==> src/rtl/perf_pkg.sv <==
// Shared definitions for the performance counter bank.
// Latency: n/a (types, constants and a pure next-state function only).
// Backpressure: n/a.
// Contents: counter index constants, FSM state encoding, FSM next-state helper.
package perf_pkg;

  // Number of counters held by the bank.
  localparam int NUM_CNT = 4;

  // Counter indices as seen by cnt_sel / clr_mask / cnt_ovf.
  localparam logic [1:0] CNT_CYCLE  = 2'd0;  // every cycle while running
  localparam logic [1:0] CNT_INSTR  = 2'd1;  // inst_retire
  localparam logic [1:0] CNT_STALL  = 2'd2;  // pipe_stall
  localparam logic [1:0] CNT_BRANCH = 2'd3;  // br_taken

  // Run-control FSM encoding.
  typedef enum logic {
    ST_IDLE = 1'b0,
    ST_RUN  = 1'b1
  } perf_state_e;

  // Next state of the run-control FSM. Stop wins over start in every state,
  // so a simultaneous start+stop always lands in IDLE.
  function automatic perf_state_e fsm_next(input perf_state_e cur,
                                           input logic        start,
                                           input logic        stop);
    perf_state_e nxt;
    nxt = cur;
    if (stop) begin
      nxt = ST_IDLE;
    end else if (start) begin
      nxt = ST_RUN;
    end
    return nxt;
  endfunction

endpackage : perf_pkg

==> src/rtl/perf_cnt_unit.sv <==
// One event counter with sticky overflow, wrap or saturate on overflow.
// Latency: value/ovf update one clock after inc/clr are sampled.
// Backpressure: none; at most one increment accepted per cycle, clr wins over inc.
// Ports:
//   clk, rst_n : clock, asynchronous active-low reset
//   inc        : add one to the counter at the next edge
//   clr        : zero the counter and its overflow flag at the next edge
//   value      : registered counter value
//   ovf        : sticky overflow flag, set when an increment hits all-ones
module perf_cnt_unit
  import perf_pkg::*;
#(
  parameter int CNT_W    = 16,
  parameter bit SATURATE = 1'b0
) (
  input  logic             clk,
  input  logic             rst_n,
  input  logic             inc,
  input  logic             clr,
  output logic [CNT_W-1:0] value,
  output logic             ovf
);

  logic at_max;

  assign at_max = (value == {CNT_W{1'b1}});

  always_ff @(posedge clk or negedge rst_n) begin
    if (!rst_n) begin
      value <= '0;
      ovf   <= 1'b0;
    end else if (clr) begin
      // Clear takes precedence over a same-cycle increment.
      value <= '0;
      ovf   <= 1'b0;
    end else if (inc) begin
      if (at_max) begin
        // Overflow: saturating counters hold all-ones, wrapping ones roll to 0.
        value <= SATURATE ? value : '0;
        ovf   <= 1'b1;
      end else begin
        value <= value + CNT_W'(1);
      end
    end
  end

endmodule : perf_cnt_unit

==> src/rtl/perf_counter_bank.sv <==
// Bank of four performance counters (CYCLE, INSTR, STALL, BRANCH) under start/stop control.
// Latency: counts land one clock after the event; perf_cnt read path is combinational (zero cycles).
// Backpressure: none; every qualified event is counted, at most one per counter per cycle.
// Ports:
//   clk, rst_n             : clock, asynchronous active-low reset
//   cnt_start, cnt_stop    : run-control pulses, stop wins when both are high
//   clr_mask[3:0]          : per-counter synchronous clear of value and overflow
//   inst_retire, pipe_stall, br_taken : event inputs for counters 1..3
//   cnt_sel[1:0]           : counter index read out on perf_cnt
//   perf_cnt[CNT_W-1:0]    : selected counter value (registered value, muxed combinationally)
//   cnt_ovf[3:0]           : sticky per-counter overflow flags
//   running                : high while the FSM is in RUN
module perf_counter_bank
  import perf_pkg::*;
#(
  parameter int CNT_W    = 16,
  parameter bit SATURATE = 1'b0
) (
  input  logic             clk,
  input  logic             rst_n,
  input  logic             cnt_start,
  input  logic             cnt_stop,
  input  logic [3:0]       clr_mask,
  input  logic             inst_retire,
  input  logic             pipe_stall,
  input  logic             br_taken,
  input  logic [1:0]       cnt_sel,
  output logic [CNT_W-1:0] perf_cnt,
  output logic [3:0]       cnt_ovf,
  output logic             running
);

  perf_state_e          state;
  logic [NUM_CNT-1:0]   cnt_inc;
  logic [CNT_W-1:0]     cnt_val [NUM_CNT];

  // Run-control FSM.
  always_ff @(posedge clk or negedge rst_n) begin
    if (!rst_n) begin
      state <= ST_IDLE;
    end else begin
      state <= fsm_next(state, cnt_start, cnt_stop);
    end
  end

  assign running = (state == ST_RUN);

  // Increments are qualified by the registered state, not the next state:
  // the cycle that samples cnt_start is not counted, the cycle that samples
  // cnt_stop while running is.
  always_comb begin
    cnt_inc = '0;
    if (state == ST_RUN) begin
      cnt_inc[CNT_CYCLE]  = 1'b1;
      cnt_inc[CNT_INSTR]  = inst_retire;
      cnt_inc[CNT_STALL]  = pipe_stall;
      cnt_inc[CNT_BRANCH] = br_taken;
    end
  end

  for (genvar i = 0; i < NUM_CNT; i++) begin : g_cnt
    perf_cnt_unit #(
      .CNT_W    (CNT_W),
      .SATURATE (SATURATE)
    ) u_cnt (
      .clk   (clk),
      .rst_n (rst_n),
      .inc   (cnt_inc[i]),
      .clr   (clr_mask[i]),
      .value (cnt_val[i]),
      .ovf   (cnt_ovf[i])
    );
  end

  // Readout shows the registered value, i.e. the pre-increment value in a
  // cycle where the selected counter is also incrementing.
  assign perf_cnt = cnt_val[cnt_sel];

endmodule : perf_counter_bank

==> config.mk <==
export PLATFORM = sky130hd
export DESIGN_NAME = perf_counter_bank
export DESIGN_NICKNAME = d
export VERILOG_FILES = /design/src/rtl/perf_pkg.sv /design/src/rtl/perf_cnt_unit.sv /design/src/rtl/perf_counter_bank.sv
export SDC_FILE = /design/constraint.sdc
export NUM_CORES = 1
export LEC_CHECK = 0
export CAP_MARGIN = 20
export CORE_MARGIN = 5
export CORE_UTILIZATION = 55
export CTS_CLUSTER_DIAMETER = 50
export CTS_CLUSTER_SIZE = 30
export DETAILED_ROUTE_END_ITERATION = 10
export GPL_TIMING_DRIVEN = 0
export PLACE_DENSITY = 0.72
export SYNTH_ARGS = -nofsm -noshare
export SYNTH_HDL_FRONTEND = slang
export SYNTH_HIERARCHICAL = 1
export SYNTH_SLANG_ARGS = --single-unit
==> constraint.sdc <==
create_clock -name clk -period 2.1 [get_ports clk]
set_clock_uncertainty 0.05 [all_clocks]
set_input_delay 0.42 -clock clk [delete_from_list [all_inputs] [get_ports clk]]
set_output_delay 0.42 -clock clk [all_outputs]
set_load 0.01 [all_outputs]
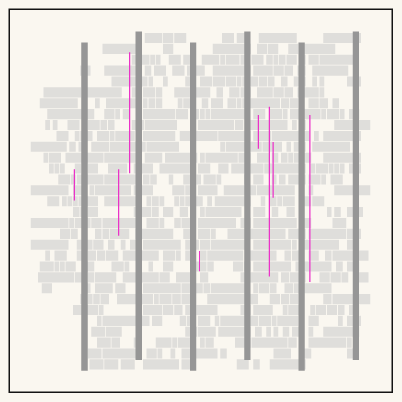
(the metal 4 layer)
(4 px per µm) Supply wires on this layer in gray. Cells faint in the background.
nets with wire on the layer: 7
share of all routed wire: 1.7%
main direction: vertical
wire length on this layer: 164 µm
longest straight run: 42.2 µm
WL final: 9690 µm
DR vias: 3,261

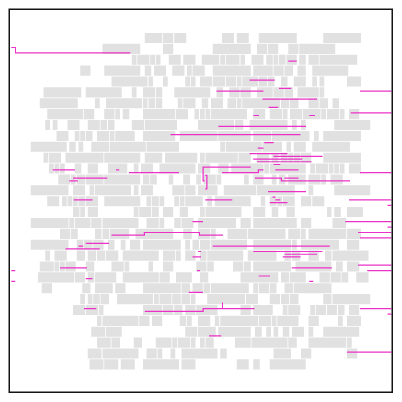
(M3 wires)
(4 px per µm) Cells faint in the background.
wire length on this layer: 554 µm
main direction: horizontal
longest straight run: 32.2 µm
share of all routed wire: 5.7%
met3 Usage GRT: 4.66%

==> impl_metrics.yaml <==
# synthesis and place-and-route metrics
critical_path:
  crit_type: "reg -> out"
  slowest_stage: "mux4_2"
  rr_startpoint: "g_cnt[0].u_cnt/value[6]$_DFFE_PN0P_"
  cp.required_ps: 1630
  cp.arrival_ps: 1590
yosys:
  mappedNetlistArea_um2: 4010
  fa_ha_area_share_pct: 1.25
  async_reset_ff_share_pct: 100
  ys_sh_mux_pct: 9.54
  synth_top_area_share_pct: 43.0
  ys_chip_area_um2: 4010
  ys_sh_aoi_pct: 6.36
  fp_nets: 406
  synth-warning-count: 6
  simple_gate_area_share_pct: 23.3
  syn_inst: 389
  topCellsByArea: "dfrtp_1 43%, xnor2_1 9.6%, nor2_1 6.7%, mux4_2 5.6%, mux4_1 3.9%"
  synth-seq-cells: 69
  syn_avg_cell_area_um2: 10.3
layout:
  nets: 475
  instances_no_fill: 561
  top_register: "g_cnt.u_cnt/value"
  syn2layout_area_growth_pct: 20.7
pwr:
  pwr-share-comb_pct: 7.4
  powerClk_mw: 1.03
  vdd_drop_max_uv: 326
  p_sw_mw: 0.605
  pg_seq_mw: 1.35
  sw_frac_of_total_pct: 23.6
  powerDensity_nw_per_um2: 530
  seqPwrFrac_pct: 52.6
  total_power_mw: 2.57
  pg_comb_mw: 0.190
  p_leak_nw: 1.94
  power-top-group: "sequential cells"
  p_clk_share_pct: 40.0
grt:
  grt_pass1_wl_um: 15800
  grt_max_degree: 70
hold_path:
  hold_class: "in -> async"
routing:
  drc: 0
  drt_iter0_drc: 289
  vias_per_cell: 5.81
  dr.pass1.iters: 5
timing:
  timing.final.crit_share_pct: 98.0
  finalHoldViolations: 0
  holdWs_ps: 129
  setup_ws_ps: 41.0
  relSlewSlack_pct: 42.5
job:
  cap_violations: 0
  warning_count: 26
clock_tree:
  clk_latency_ps: 340
  htree_levels: 3
  cts_buffers: 9
  postCtsHoldBufs: 0
  post_cts_buffers: 3
  cts_resized: 39
  cts_buffer_depth: 2
  cts_root_buf: "clkbuf_8"
  cts.clk_slew.worst_paths_ps: 80
run_status:
  status: "complete, no violations"
floorplan:
  rows: 31
placement:
  place_inst: 515
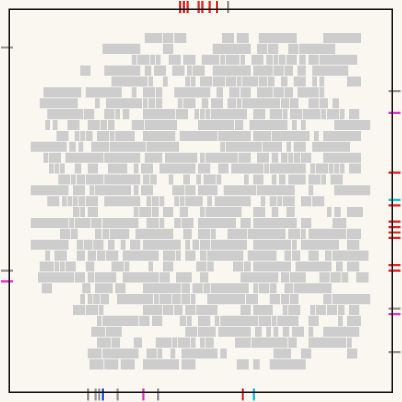
(I/O pins on the die edge)
(4 px per µm) Pins as bars across the die edge, other pins in gray.
| port | color | pins | direction | edge |
|---|---|---|---|---|
| cnt_sel | cyan | 2 | input | 1 right, 1 bottom |
| running | blue | 1 | output | bottom |
| clr_mask | magenta | 4 | input | 2 right, 1 left, 1 bottom |
| perf_cnt | red | 16 | output | 8 right, 7 top, 1 bottom |
all pins by edge: 14 right, 9 bottom, 8 top, 3 left
Chip Height: 95.4 µm
Port Buffers: 27
die width: 95.4 µm

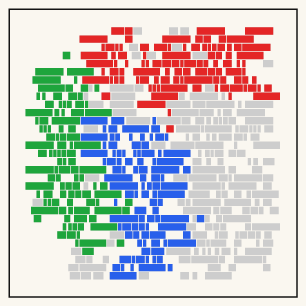
(hierarchy map)
(3 px per µm) Other cells in gray.
| instance | color | cells |
|---|---|---|
| g_cnt[2].u_cnt | blue | 96 |
| g_cnt[1].u_cnt | green | 101 |
| g_cnt[3].u_cnt | red | 99 |
not colored: 166

## routing by layer
layer  wire length, µm  track usage (%)  up-vias
li1                  -                -     1527
met1              4300             31.6     1600
met2              4670             35.6      118
met3               554             4.66       16
met4               163             10.3        0
met5                 0                0        -
## path summary, 6_finish.rpt
path | to | slack, ps | depth (start not counted)
setup reg to reg | g_cnt[0].u_cnt/value[15]$_DFFE_PN0P_ | 180 | 5
hold / removal | g_cnt[0].u_cnt/ovf$_DFFE_PN0P_ | 130 | 1
setup / recovery | perf_cnt[5] | 40 | 2
hold reg to reg | g_cnt[2].u_cnt/ovf$_DFFE_PN0P_ | 450 | 2
max in group asynchronous | g_cnt[2].u_cnt/value[3]$_DFFE_PN0P_ | 1240 | 1
min in group clk | g_cnt[3].u_cnt/value[12]$_DFFE_PN0P_ | 260 | 2
## layout make-up
type	count	area (µm²)
multi-input cells	284	2080
fillers	553	2330
clock inverters	5	52.6
plain buffers	18	141
flip-flops and latches	69	1760
inverters	16	60.1
well taps	99	124
clock buffers	10	128
repair buffers	60	494
## cells in the final DEF, fill, tap and decap left out, types with 5 or more instances in the layout
| master | count |
|---|---|
| a21oi_1 | 12 |
| buf_4 | 34 |
| buf_6 | 5 |
| clkbuf_1 | 5 |
| clkbuf_8 | 9 |
| clkdlybuf4s50_1 | 10 |
| dfrtp_1 | 39 |
| dfrtp_2 | 30 |
| dlygate4sd2_1 | 13 |
| inv_1 | 16 |
| mux4_1 | 6 |
| mux4_2 | 10 |
| nand2_1 | 16 |
| nand3_1 | 20 |
| nand4_1 | 8 |
| nand4_2 | 8 |
| nor2_1 | 72 |
| nor3_1 | 16 |
| nor4_1 | 16 |
| o31ai_1 | 8 |
| or4_1 | 8 |
| xnor2_1 | 44 |
| xor2_1 | 8 |
Power is estimated from default activity; no workload was simulated.
